File: config.mk
export PLATFORM = sky130hd
export DESIGN_NAME = fnd_scan_ctrl
export DESIGN_NICKNAME = d
export VERILOG_FILES = /design/src/rtl/fnd_pkg.sv /design/src/rtl/fnd_bcd_font.sv /design/src/rtl/fnd_scan_ctrl.sv
export SDC_FILE = /design/constraint.sdc
export NUM_CORES = 1
export LEC_CHECK = 0
export ABC_AREA = 1
export ABC_CLOCK_PERIOD_IN_PS = 4800
export CORE_MARGIN = 4
export CORE_UTILIZATION = 30
export DETAILED_ROUTE_END_ITERATION = 8
export SYNTH_ARGS = -nofsm -noshare
export SYNTH_HDL_FRONTEND = slang
export SYNTH_SLANG_ARGS = --single-unit
File: constraint.sdc
create_clock -name clk -period 4.8 [get_ports clk]
set_input_delay 0.72 -clock clk [delete_from_list [all_inputs] [get_ports clk]]
set_output_delay 0.72 -clock clk [all_outputs]
set_load 0.01 [all_outputs]
File: src/rtl/fnd_pkg.sv
// Shared constants and helpers for the 4-digit 7-segment scan controller.
package fnd_pkg;

  // Active-low segment fonts, bit order {dp,g,f,e,d,c,b,a}.
  localparam logic [7:0] FONT_0     = 8'hC0;
  localparam logic [7:0] FONT_1     = 8'hF9;
  localparam logic [7:0] FONT_2     = 8'hA4;
  localparam logic [7:0] FONT_3     = 8'hB0;
  localparam logic [7:0] FONT_4     = 8'h99;
  localparam logic [7:0] FONT_5     = 8'h92;
  localparam logic [7:0] FONT_6     = 8'h82;
  localparam logic [7:0] FONT_7     = 8'hF8;
  localparam logic [7:0] FONT_8     = 8'h80;
  localparam logic [7:0] FONT_9     = 8'h90;
  localparam logic [7:0] FONT_DASH  = 8'hBF;
  localparam logic [7:0] FONT_BLANK = 8'hFF;

  localparam logic [3:0] COM_OFF = 4'hF;

  // Never returns 0 so a degenerate DIV of 1 still yields a legal vector.
  function automatic int unsigned presc_width(input int unsigned div);
    return (div > 1) ? $clog2(div) : 1;
  endfunction

  function automatic logic [7:0] digit_font(input logic [3:0] d);
    case (d)
      4'd0:    return FONT_0;
      4'd1:    return FONT_1;
      4'd2:    return FONT_2;
      4'd3:    return FONT_3;
      4'd4:    return FONT_4;
      4'd5:    return FONT_5;
      4'd6:    return FONT_6;
      4'd7:    return FONT_7;
      4'd8:    return FONT_8;
      4'd9:    return FONT_9;
      default: return FONT_BLANK;
    endcase
  endfunction

endpackage

File: src/rtl/fnd_bcd_font.sv
// Converts a 0..99 binary value to tens/ones segment fonts; 100 and above show dashes.
module fnd_bcd_font
  import fnd_pkg::*;
(
  input  logic [6:0] value,
  output logic [7:0] tens_font,
  output logic [7:0] ones_font
);

  logic [3:0] tens;
  logic [3:0] ones;

  always_comb begin
    tens = 4'(value / 7'd10);
    ones = 4'(value % 7'd10);
    if (value >= 7'd100) begin
      tens_font = FONT_DASH;
      ones_font = FONT_DASH;
    end else begin
      tens_font = digit_font(tens);
      ones_font = digit_font(ones);
    end
  end

endmodule

File: src/rtl/fnd_scan_ctrl.sv
// Time-multiplexed 4-digit common-anode display driver with per-frame input snapshot.
// Optional macro FND_LEADING_ZERO_BLANK_EN turns off the upper tens digit when it is zero.
module fnd_scan_ctrl
  import fnd_pkg::*;
#(
  parameter int unsigned CLK_HZ    = 100_000_000,
  parameter int unsigned SCAN_HZ   = 1000,
  parameter int unsigned BLANK_CYC = 16
) (
  input  logic       clk,
  input  logic       reset,
  input  logic [6:0] digit_h,
  input  logic [6:0] digit_l,
  input  logic       dot,
  output logic [3:0] fnd_com,
  output logic [7:0] fnd_font
);

  localparam int unsigned DIV = CLK_HZ / SCAN_HZ;
  localparam int unsigned PW  = presc_width(DIV);
  localparam logic [PW-1:0] LAST = PW'(DIV - 1);

  logic [PW-1:0] presc_q;
  logic [1:0]    sel_q;
  logic [6:0]    snap_h_q;
  logic [6:0]    snap_l_q;
  logic          snap_dot_q;

  logic       tick;
  logic       in_gap;
  logic [7:0] h_tens, h_ones, l_tens, l_ones;
  logic [3:0] com_d;
  logic [7:0] font_d;

  assign tick   = (presc_q == LAST);
  assign in_gap = 32'(presc_q) < BLANK_CYC;

  fnd_bcd_font u_font_h (
    .value     (snap_h_q),
    .tens_font (h_tens),
    .ones_font (h_ones)
  );

  fnd_bcd_font u_font_l (
    .value     (snap_l_q),
    .tens_font (l_tens),
    .ones_font (l_ones)
  );

  always_comb begin
    com_d  = COM_OFF;
    font_d = FONT_BLANK;
    if (!in_gap) begin
      unique case (sel_q)
        2'd0: begin
          com_d  = 4'b1110;
          font_d = l_ones;
        end
        2'd1: begin
          com_d  = 4'b1101;
          font_d = l_tens;
        end
        2'd2: begin
          // Fonts always carry dp=1, so masking bit 7 lights the point on request.
          com_d  = 4'b1011;
          font_d = h_ones & {~snap_dot_q, 7'h7F};
        end
        2'd3: begin
`ifdef FND_LEADING_ZERO_BLANK_EN
          if (snap_h_q >= 7'd10) begin
            com_d  = 4'b0111;
            font_d = h_tens;
          end
`else
          com_d  = 4'b0111;
          font_d = h_tens;
`endif
        end
      endcase
    end
  end

  always_ff @(posedge clk) begin
    if (!reset) begin
      presc_q    <= '0;
      sel_q      <= 2'd0;
      snap_h_q   <= 7'd0;
      snap_l_q   <= 7'd0;
      snap_dot_q <= 1'b0;
      fnd_com    <= COM_OFF;
      fnd_font   <= FONT_BLANK;
    end else begin
      presc_q <= tick ? '0 : presc_q + PW'(1);
      if (tick) begin
        sel_q <= sel_q + 2'd1;
      end
      // Frame boundary: sample all inputs together so a frame is coherent.
      if (tick && sel_q == 2'd3) begin
        snap_h_q   <= digit_h;
        snap_l_q   <= digit_l;
        snap_dot_q <= dot;
      end
      fnd_com  <= com_d;
      fnd_font <= font_d;
    end
  end

endmodule

==> run summary, run 1 <==
Latest figures from synthesis and place and route.

The count of instantiated cells in the yosys netlist is 497. The largest combinational cell category by area is simple AND/OR/NAND/NOR gates. The remaining global-route overflow is 0.

The post-synthesis xor/xnor area fraction is 2.03%. Timing analysis after detailed placement gives a worst setup slack of 1.36 ns. For this design, the slowest cell found on the critical path is o21ai_1. The post-place instance area is 3820 sq um. Among the stages of the critical path, the cell type that occurs most often is nand2_1.

By instance count after routing, the leading logic cell types are 101 x nand2_1, 70 x inv_1, 46 x dfxtp_1. The clock buffer count from CTS is 5. Detailed placement finished with a half-perimeter wire length of 5950 um. The number of antenna violations at the first check in global routing is 0. The number of hold violations in the final report is 0.

The final layout contains routed wiring with a total length of 7670 um. The residual antenna-violating net count after detailed routing is 0. The fraction of synthesis flops using an asynchronous set or reset pin is 0%. The largest buffer count on any clock path is 2. The number of fillers in the final layout is 1168. The buffer count excluding the clock tree in the final layout is 28. The count of buffers from port buffering is 28. The critical path is of the reg2reg type. At the pin with the least slew margin, the transition time is 0.858 ns. The sequential power share is 47.2%. The power of the combinational group is 0.0246 mW.

The sequential cell area is 921 sq um. Measured on the finished design, the core utilization comes to 36.5%. The switching power is 0.170 mW.

The non-clock buffering overhead in the final layout is 7.03%. The final-report setup violation count is 0. Setup repair after global routing left no endpoint under its margin.

The area share of the leading cell type in the synthesized netlist is 27.2%. The shortest period the worst path allows is 3.44 ns. The antenna cell count is 0. The pin count of the biggest net entering global routing is 31. The report lists the power per cell area as 204 nW/um^2. Net switching is 20.9% of the power. Yosys reports that the most numerous cell types are 101 x nand2_1, 70 x inv_1, 46 x dfxtp_1. The number of iterations in the first detailed-routing pass is 4. The post-route DRC violation count is 0. At the end of routability-driven placement, the weighted congestion stood at 0.875.

The floorplan step records an initial core utilization of 31.0%. The final worst-path cycle share is 71.7%. In this run the tools logged warnings totalling 48. The largest part of the power goes to the clock network. After detailed routing, the number of vias per cell comes to 4.70. Detailed-route iteration 0 reported a violation count of 216.

The netlist uses 41 different library cells. After floorplanning, the die was sized to cover 13100 sq um. The synthesis stats list as the most numerous cell nand2_1. The run finished with clean final reports. The via count of the first global-routing pass is 3113. The commonest non-fill, non-tap cell in the layout is nand2_1.

The critical path launch point type is a register. The type recorded for the worst min-delay path is reg2reg. The number of max-slew violations in the final report is 0. Along the worst hold path, the cell count comes to 1. The fraction of area in clock buffers and inverters is 4.17%. The largest area contributor in the netlist is dfxtp_1. 370 cells are multi-input combinational gates. The endpoint kind of the worst setup timing path is a register. The synthesized instance count is 497. STA lists the startpoint of the worst register-to-register path as snap_l_q[4]$_SDFFE_PN0P_. Listed in order, past its start point the critical path passes o21ai_1, nand2_1, nand2_4, nand2_2, nand2_2, inv_2, nand2_4, nand2_4, nand2_4, nand2_1, nand2_1, inv_1, ha_1, nand3b_2, nand3_2, inv_1, ha_1, o21ai_0, a21oi_1, or2_2, inv_1, nand2_1, nand2_1, nand2_1. The path with the worst hold slack has its endpoint at presc_q[0]$_SDFF_PP0_.

The critical path maximum fanout is 10. The tree is rooted in a clkbuf_16. For reference, the post-synthesis area per instance comes to 6.82 sq um. The overall power after layout is 0.815 mW.
run 1: state kept, by name (all words and copies together) (netlist names):
signal      cells
snap_l_q        7
fnd_com         4
sel_q           2
snap_h_q        7
presc_q        17
snap_dot_q      1
fnd_font        8
run 1: critical path: cells and delay by family, from the launching register on:
| family | cells | cell delay [ns] |
|---|---|---|
| AND/OR/NAND/NOR | 15 | 1.74 |
| flip-flops | 1 | 0.32 |
| adder cells (fa/ha/maj) | 2 | 0.38 |
| buffers and inverters | 4 | 0.26 |
| AND-OR/OR-AND | 3 | 0.62 |
run 1: routing by layer:
layer	vias up	GRT usage (%)	part of all wire, %
met5	-	0	0
met4	0	5.30	2.2
met3	12	1.64	2.5
met2	35	21.2	47
met1	1405	15.0	48
li1	1682	-	-
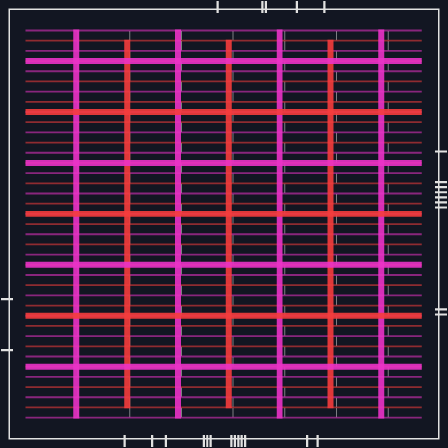
run_1/pdn.png
Pins as bars on the die edge. Tap cells in gray.
[red] VDD
[magenta] VSS
met4 straps: 7
tap cells: 140
rows: 38
met5 straps: 7
met1 rails: 39
Die X-Extent: 114 um
worst IR drop on VDD: 0.105 mV

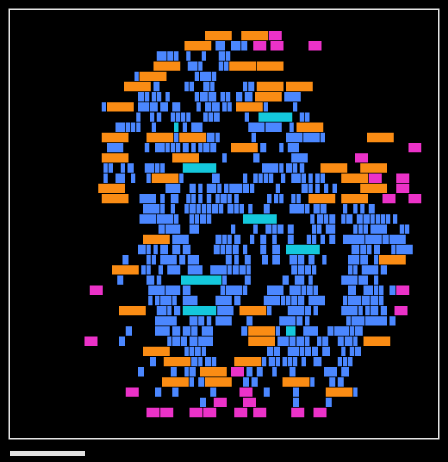
run_1/cell_classes.png
Bar = 20 um.
[cyan] clock drivers and dummy loads | cells: 8
[orange] flops | cells: 46
[magenta] other buffers and delay cells | cells: 28
[blue] all other logic | cells: 445
register share of the cell area: 23.1%
area inside the core boundary: 10900 sq um

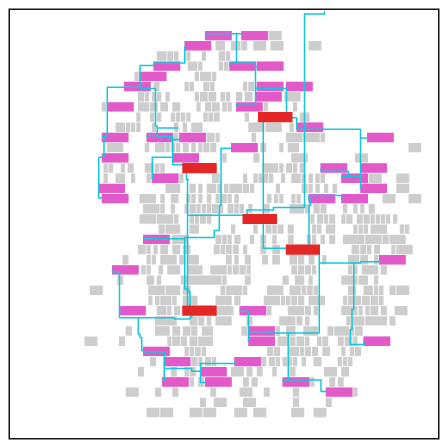
run_1/clock_map.png
[magenta] flip-flops | count: 46
[cyan] clock wires | length: 748 um
[red] cells driving clock nets | count: 5
routed clock nets: 6
Clk pwr share: 49.8%
clk ins delay skew pair: 0.30 ns
worst clock skew: 0.00725 ns
power in the clock group: 0.405 mW

run_1/final_congestion.png
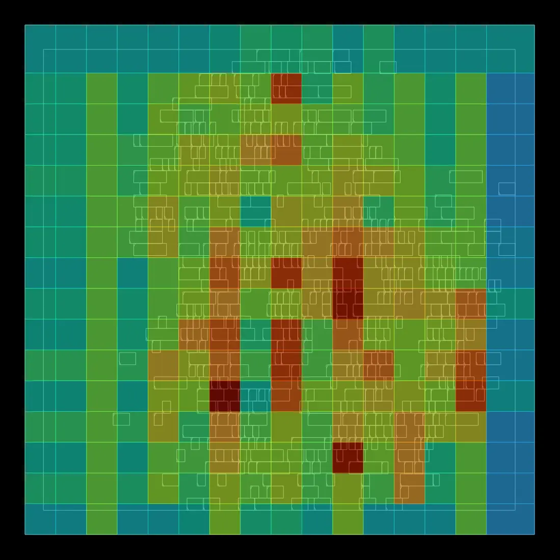

==> inputs of run 2 (changes only) <==
Settings changed: ABC_CLOCK_PERIOD_IN_PS 4800 to 3130.
Clock period 4.8 ns to 3.13 ns, I/O delays scaled along.
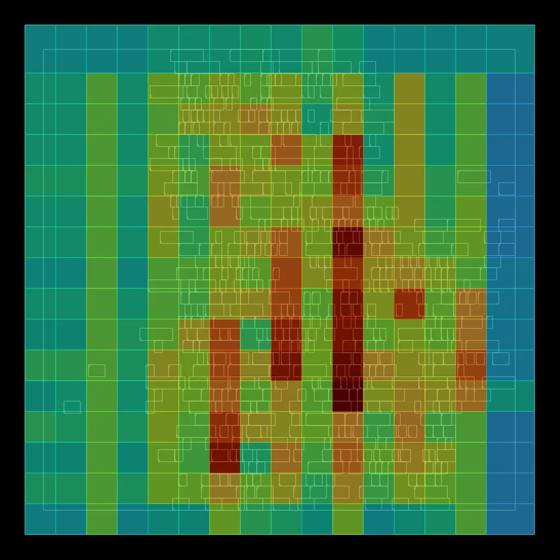
run_2/final_congestion.png
share of the core filled with cells in the final layout: 39.9%
GRT Resource Usage Total: 12.3%

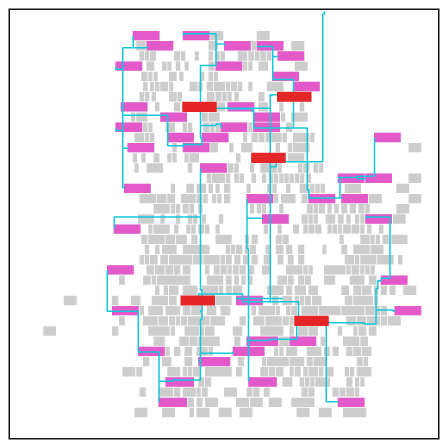
run_2/clock_map.png
[cyan] clock wires | length: 772 um
[red] cells driving clock nets | count: 5
[magenta] flip-flops | count: 46
routed clock nets: 6
worst clock skew: 0.00812 ns
Clk pwr share: 46.7%
power in the clock group: 0.548 mW

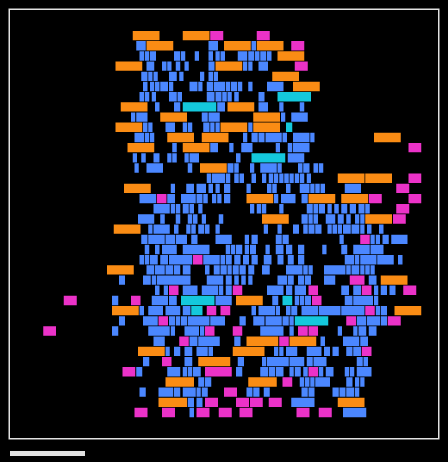
run_2/cell_classes.png
Bar = 20 um.
[magenta] other buffers and delay cells | cells: 54
[blue] all other logic | cells: 445
[cyan] clock drivers and dummy loads | cells: 8
[orange] flops | cells: 46

==> run 2 against run 1 <==
  * Sequential power grew 52%
  * Critical path type unchanged
  * Cell count up 3.9%
  * Highest routed layer unchanged
  * Synthesized area unchanged
  * Largest power group is now registers
  * Total power grew 44%
==> run summary, run 2 <==
Latest figures from synthesis and place and route.

The run finished with clean final reports. The routed design has 8190 um of wire. The met3 wire length is 299 um.

The min-delay analysis places its worst path in the category reg2reg. Entering global routing, the biggest net connects 19 pins. In this run the worst path has a maximum fanout of 5. The critical path launch point type is a register.

Net switching is 22.9% of the power. STA classifies the critical path endpoint as a register. By instance count, the cell type seen most on the critical path is nand2_4. Per report_power, the top consumer among the power groups is registers.

The largest area contributor in the netlist is dfxtp_1. The timing report gives the clock slew at the launch and capture registers of the worst setup and hold paths as 0.07 ns. The longest incremental delay of any stage on the critical path is reported as 0.38 ns.

370 cells are multi-input combinational gates. The overall die height is 114 um. The number of logic stages on the critical path including buffering is 25. The largest registers in the layout are presc_q x17, fnd_font x8. The number of buffer and inverter instances along the worst setup path is 4. The via count normalized by instance count is 4.75. The detail route stage leaves a number of antenna-violating nets equal to 0. The report counts max-capacitance violations totalling 0. In the global route stage, met1 resource usage came out at 14.8%.

The script extracted a net switching power of 0.269 mW. The number of max-slew violations in the final report is 0. The detailed router reports a met2 wire length of 4050 um.

The floorplan step defined a core boundary enclosing 10900 sq um. The post-place instance area is 3940 sq um. The pre-CTS setup slack is -0.0525 ns. The synthesized area per cell is 6.82 sq um. After synthesis, the largest area contributor takes up 27.2% of total cell area. On met2, the global router reports a usage of 21.4%. The buffer count excluding the clock tree in the final layout is 54. Post-route period utilization is reported as 92.9%. The core utilization before placement is 31.0%.

The number of cells on the worst hold path is listed as 1. The number of flip-flops in the largest register is 17. Of all the cell area in the finished design, non-clock buffers hold 11.3%. The top cell types in the final layout, fill and taps aside, are 93 x nand2_1, 64 x inv_1, 40 x nor2_1, 40 x a21oi_1, 40 x dfxtp_1. The power of the combinational group is 0.0386 mW. The slowest stage cell on the critical path is dfxtp_4. The routed metal-1 wire length is 3640 um. The shortest period the worst path allows is 2.91 ns.

The post-route DRC violation count is 0. The number of hold violations in the final report is 0. The congestion estimate from routability-driven global placement came to 0.868. The total number of placement rows is 38.

The via count of the first global-routing pass came to 3144. After synthesis, the netlist uses 41 different library cells. The largest buffer count on any clock path is 2. The fraction of area in clock buffers and inverters is 3.35%. For reference, the top cells by count after synthesis are 101 x nand2_1, 70 x inv_1, 46 x dfxtp_1. After synthesis, the share of flip-flops with an asynchronous set or reset is 0%. Setup repair after global routing could not meet its margin everywhere. The total power divided by cell area is 269 nW/um^2. The global router reports that the layer with the highest usage is met2. The number of iterations in the first detailed-routing pass is 4. The remaining global-route overflow is 0. At the later pin of the worst-skew pair, clock insertion delay measures 0.30 ns. For the pin with the worst max-slew slack, the measured transition is 0.564 ns.

The flow reports that sequential cells draw 50.0% of the design power. The layout report lists the combined flip-flop and latch area as 936 sq um. The uppermost layer routed is met4. The layout report gives the register share of total cell area as 21.4%.

The most common cell in the synthesized netlist is nand2_1. In the synthesized netlist, the number of instances is 497. The full die area is 13100 sq um. The antenna cell count is 0. In this run, the number of DRC markers left after iteration 0 of detailed routing was 157. In this run the tools logged warnings totalling 49.

IR analysis of the VDD net gives a maximum drop of 0.189 mV. After filler insertion, the fill cell instance count of the layout stands at 1121. By area, the combinational part of the netlist is dominated by simple AND/OR/NAND/NOR gates. The final-report setup violation count is 0. In this run the clock root is driven by a clkbuf_16. The number of antenna violations at the first check in global routing came to 0. The critical path in this run is classified as reg2reg.
[run 2: final timing paths]
kind | startpoint | to | slack (ns)
hold reg to reg | presc_q[0]$_SDFF_PP0_ | presc_q[0]$_SDFF_PP0_ | 0.45
setup / recovery | snap_l_q[6]$_SDFFE_PN0P_ | fnd_font[3]$_SDFF_PP1_ | 0.22
hold / removal | presc_q[0]$_SDFF_PP0_ | presc_q[0]$_SDFF_PP0_ | 0.45
setup reg to reg | snap_l_q[6]$_SDFFE_PN0P_ | fnd_font[3]$_SDFF_PP1_ | 0.22
[run 2: repair_timing]
item,in CTS,in global routing
pin swaps,0,11
gates resized,3,53
buffers inserted,0,10
setup endpoints to repair,6,7
run_2/pdn.png
Pins as bars on the die edge. Tap cells in gray.
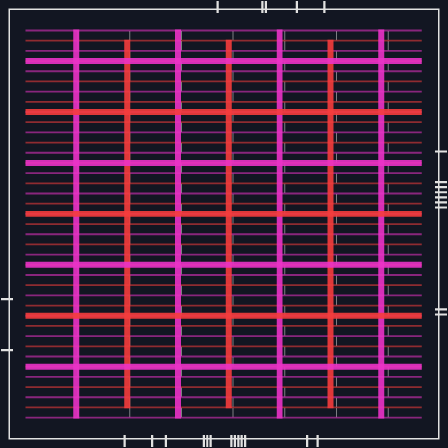

==> inputs of run 3 (changes only) <==
Settings changed: REMOVE_ABC_BUFFERS from default to 1.
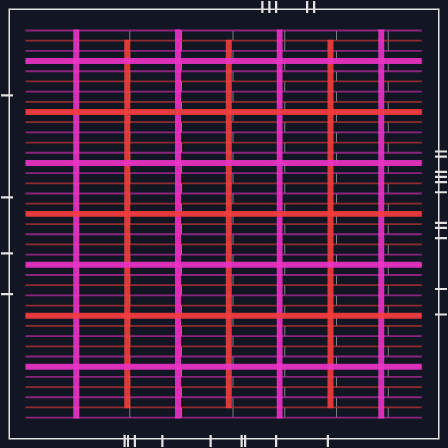
run_3/pdn.png
Pins as bars on the die edge. Tap cells in gray.
[magenta] VSS
[red] VDD
met5 straps: 7
signal pins: 29
rows: 38
tap cells: 140
met4 straps: 7
worst IR drop on VDD: 0.183 mV
Chip Height: 114 um

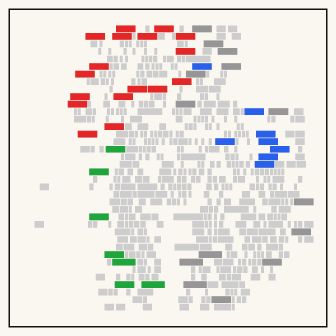
run_3/registers.png
Other sequential cells in the stronger gray, the rest of the logic in the fainter gray.
[red] presc_q | placed flops: 17
[blue] fnd_font | placed flops: 8 | where: right middle
[green] snap_l_q | placed flops: 7
not colored: 14

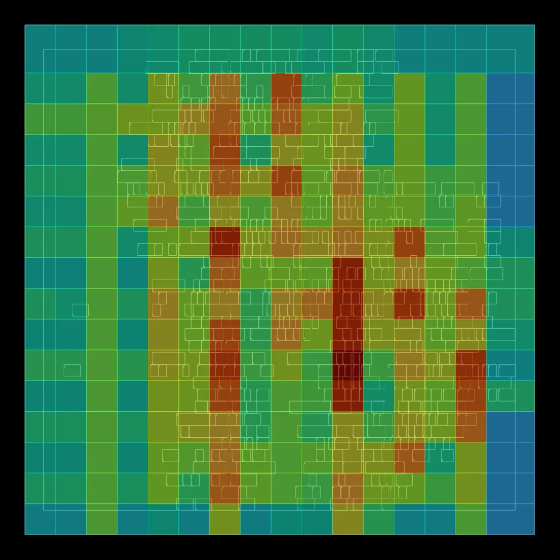
run_3/final_congestion.png
GRT Resource Usage Total: 12.3%
GR Layer Usage met2: 21.5%
post-DR wirelength/cell: 11.2 um
global route hottest layer: met2

==> run 3 against run 2 <==
  * Synthesized area stayed put
  * Register-to-register slack hardly changed
  * Routed wire length is 5.5% lower
  * Critical path depth is 2 lower
  * Global-route usage is 0.056 points lower
  * Die area stayed put
  * Clock skew is 0.0023 ns lower
  * Setup slack better by 0.0076 ns
  * Total power is 4.7% higher
  * Flip-flop count stayed put
  * Critical path type unchanged
  * Largest cell class unchanged
==> run summary, run 3 <==
Latest figures from synthesis and place and route.

The largest buffer count on any clock path is 2. A synthesized cell averages 6.82 sq um. The instance tally after logic synthesis is 497. The DRC violation total left in the routed layout is recorded as 0.

The switching power is 0.245 mW. The largest power group is the clock network. The met3 track utilization from global routing is 2.59%. The run finished with clean final reports. Ranking logic cells in the layout by count gives the top entries 93 x nand2_1, 66 x inv_1, 41 x dfxtp_1. Detailed placement ended at an HPWL of 5870 um. The highest clock rate this design can be run at is 0.345 GHz. met1 track demand over resource after global routing is 14.9%. The total overflow left after global routing is 0. The pin count of the biggest net entering global routing is 31.

The commonest non-fill, non-tap cell in the layout is nand2_1. Per the run summary, max-cap violations total 0. The reg-to-reg endpoint is fnd_font[3]$_SDFF_PP1_. The setup check on the worst reg-to-reg path leaves a slack of 0.23 ns. The switching portion of total power comes to 19.9%. The antenna cell count is 0. The final layout report lists a non-clock buffer count of 53.

The most frequently used library cell after synthesis is nand2_1. The residual antenna-violating net count after detailed routing is 0. The setup path with the least slack is of type reg2reg. In the per-layer breakdown of the detailed-route log, met1 shows 3620 um. The final hold violation count recorded for this run is 0.

CTS placed an instance of clkbuf_16 at the clock tree root. The x dimension of the die is 114 um. The design draws 1.23 mW. The detailed router finished its first iteration with 215 violations. The placement summary gives the final routability congestion estimate as 0.867. Among the stages of the critical path, the cell type that occurs most often is nand2_2. The number of buffer and inverter instances along the worst setup path is 4. The number of antenna violations at the first check in global routing was 0. The number of setup buffers added after CTS is 0.

The power of the combinational group is 0.0387 mW. After floorplanning, the core was divided into 38 placement rows. The register share of the cell area is 21.7%. The number of cells on the worst hold path is 1. The fraction of synthesis flops using an asynchronous set or reset pin is 0%. The number of gates resized after CTS was 3. The critical path launch point type is a register.

The number of fillers in the final layout is 1131. For this run, the slowest stage of the critical path takes 0.36 ns. In the final layout, the registers with the most flip-flops are presc_q x17, fnd_font x8. The detailed-routed wire length on met2 is 3750 um. The register with the most flip-flops in the layout has 17 of them. The met3 wire length is 244 um. The synthesized design spends more area on one cell type than any other, namely dfxtp_1.

The endpoint kind of the worst setup timing path is a register. The final setup skew is 0.00579 ns. The slowest stage cell on the critical path is dfxtp_4. The beginning of the worst register-to-register path is snap_l_q[6]$_SDFFE_PN0P_. The shortest period the worst path allows is 2.90 ns. The number of logic stages on the critical path including buffering is 23. The clock-pin slew on the worst setup and hold paths is 0.06 ns. The full die area is 13100 sq um. Per the synthesis report, the single largest cell type by area occupies 27.2% of cell area. Hold analysis lists the worst path endpoint as presc_q[0]$_SDFF_PP0_. The clock buffer count from CTS is 5. The standard cell core area is 10900 sq um. Grouping non-sequential cells by family puts the most area in simple AND/OR/NAND/NOR gates. For reference, the critical path cell chain is buf_4, a21oi_4, nand2_2, nand3_1, nand2_2, inv_2, nand2_4, nand2_4, nand2_4, nand2_2, nand2_1, inv_2, ha_2, nand3b_4, nand3_4, buf_4, nand2_1, nand2_2, ha_1, nor2_1, nor2_1, nor2_1, a21oi_1. For the worst min-delay path, the startpoint reported by OpenROAD is presc_q[0]$_SDFF_PP0_. In the Yosys report the total cell count is 497.

OpenSTA lists the critical path startpoint as snap_l_q[6]$_SDFFE_PN0P_. The source-to-sink clock delay at the later pin of the worst-skew pair is 0.29 ns. The cell class contributing the biggest share of worst-path delay is simple AND/OR/NAND/NOR gates. The biggest fanout along the worst timing path is 5. The non-clock buffering overhead in the final layout is 10.9%.

Per the detail_route log, the uppermost layer with routed signals is met4. Summed over all layers, the routed wires come to 7750 um. The stage logs contain a warning count of 47.

The flow reports that sequential cells draw 47.7% of the design power.
[run 3: stage by stage]
step	worst slack (ns)	hold slack, ns	util, %	instances	area, sq um
3_5_place_dp	-0.0454	0.446	35.9	673	3930
4_1_cts	0.00631	0.458	37.5	681	4100
6_report	0.230	0.453	39.6	692	4330
2_1_floorplan	0.0961	0.418	-	491	3370
3_3_place_gp	0.0776	0.430	35.9	673	3930
5_1_grt	-0.0382	0.494	39.6	692	4330
[run 3: logic make-up after synthesis]
group / after synthesis
adder cells (fa/ha/maj): 30
AND-OR/OR-AND: 96
AND/OR/NAND/NOR: 237
buffers and inverters: 81
flip-flops: 46
XOR/XNOR: 7
Power figures rest on the tool's default switching activity, not on a simulated workload.
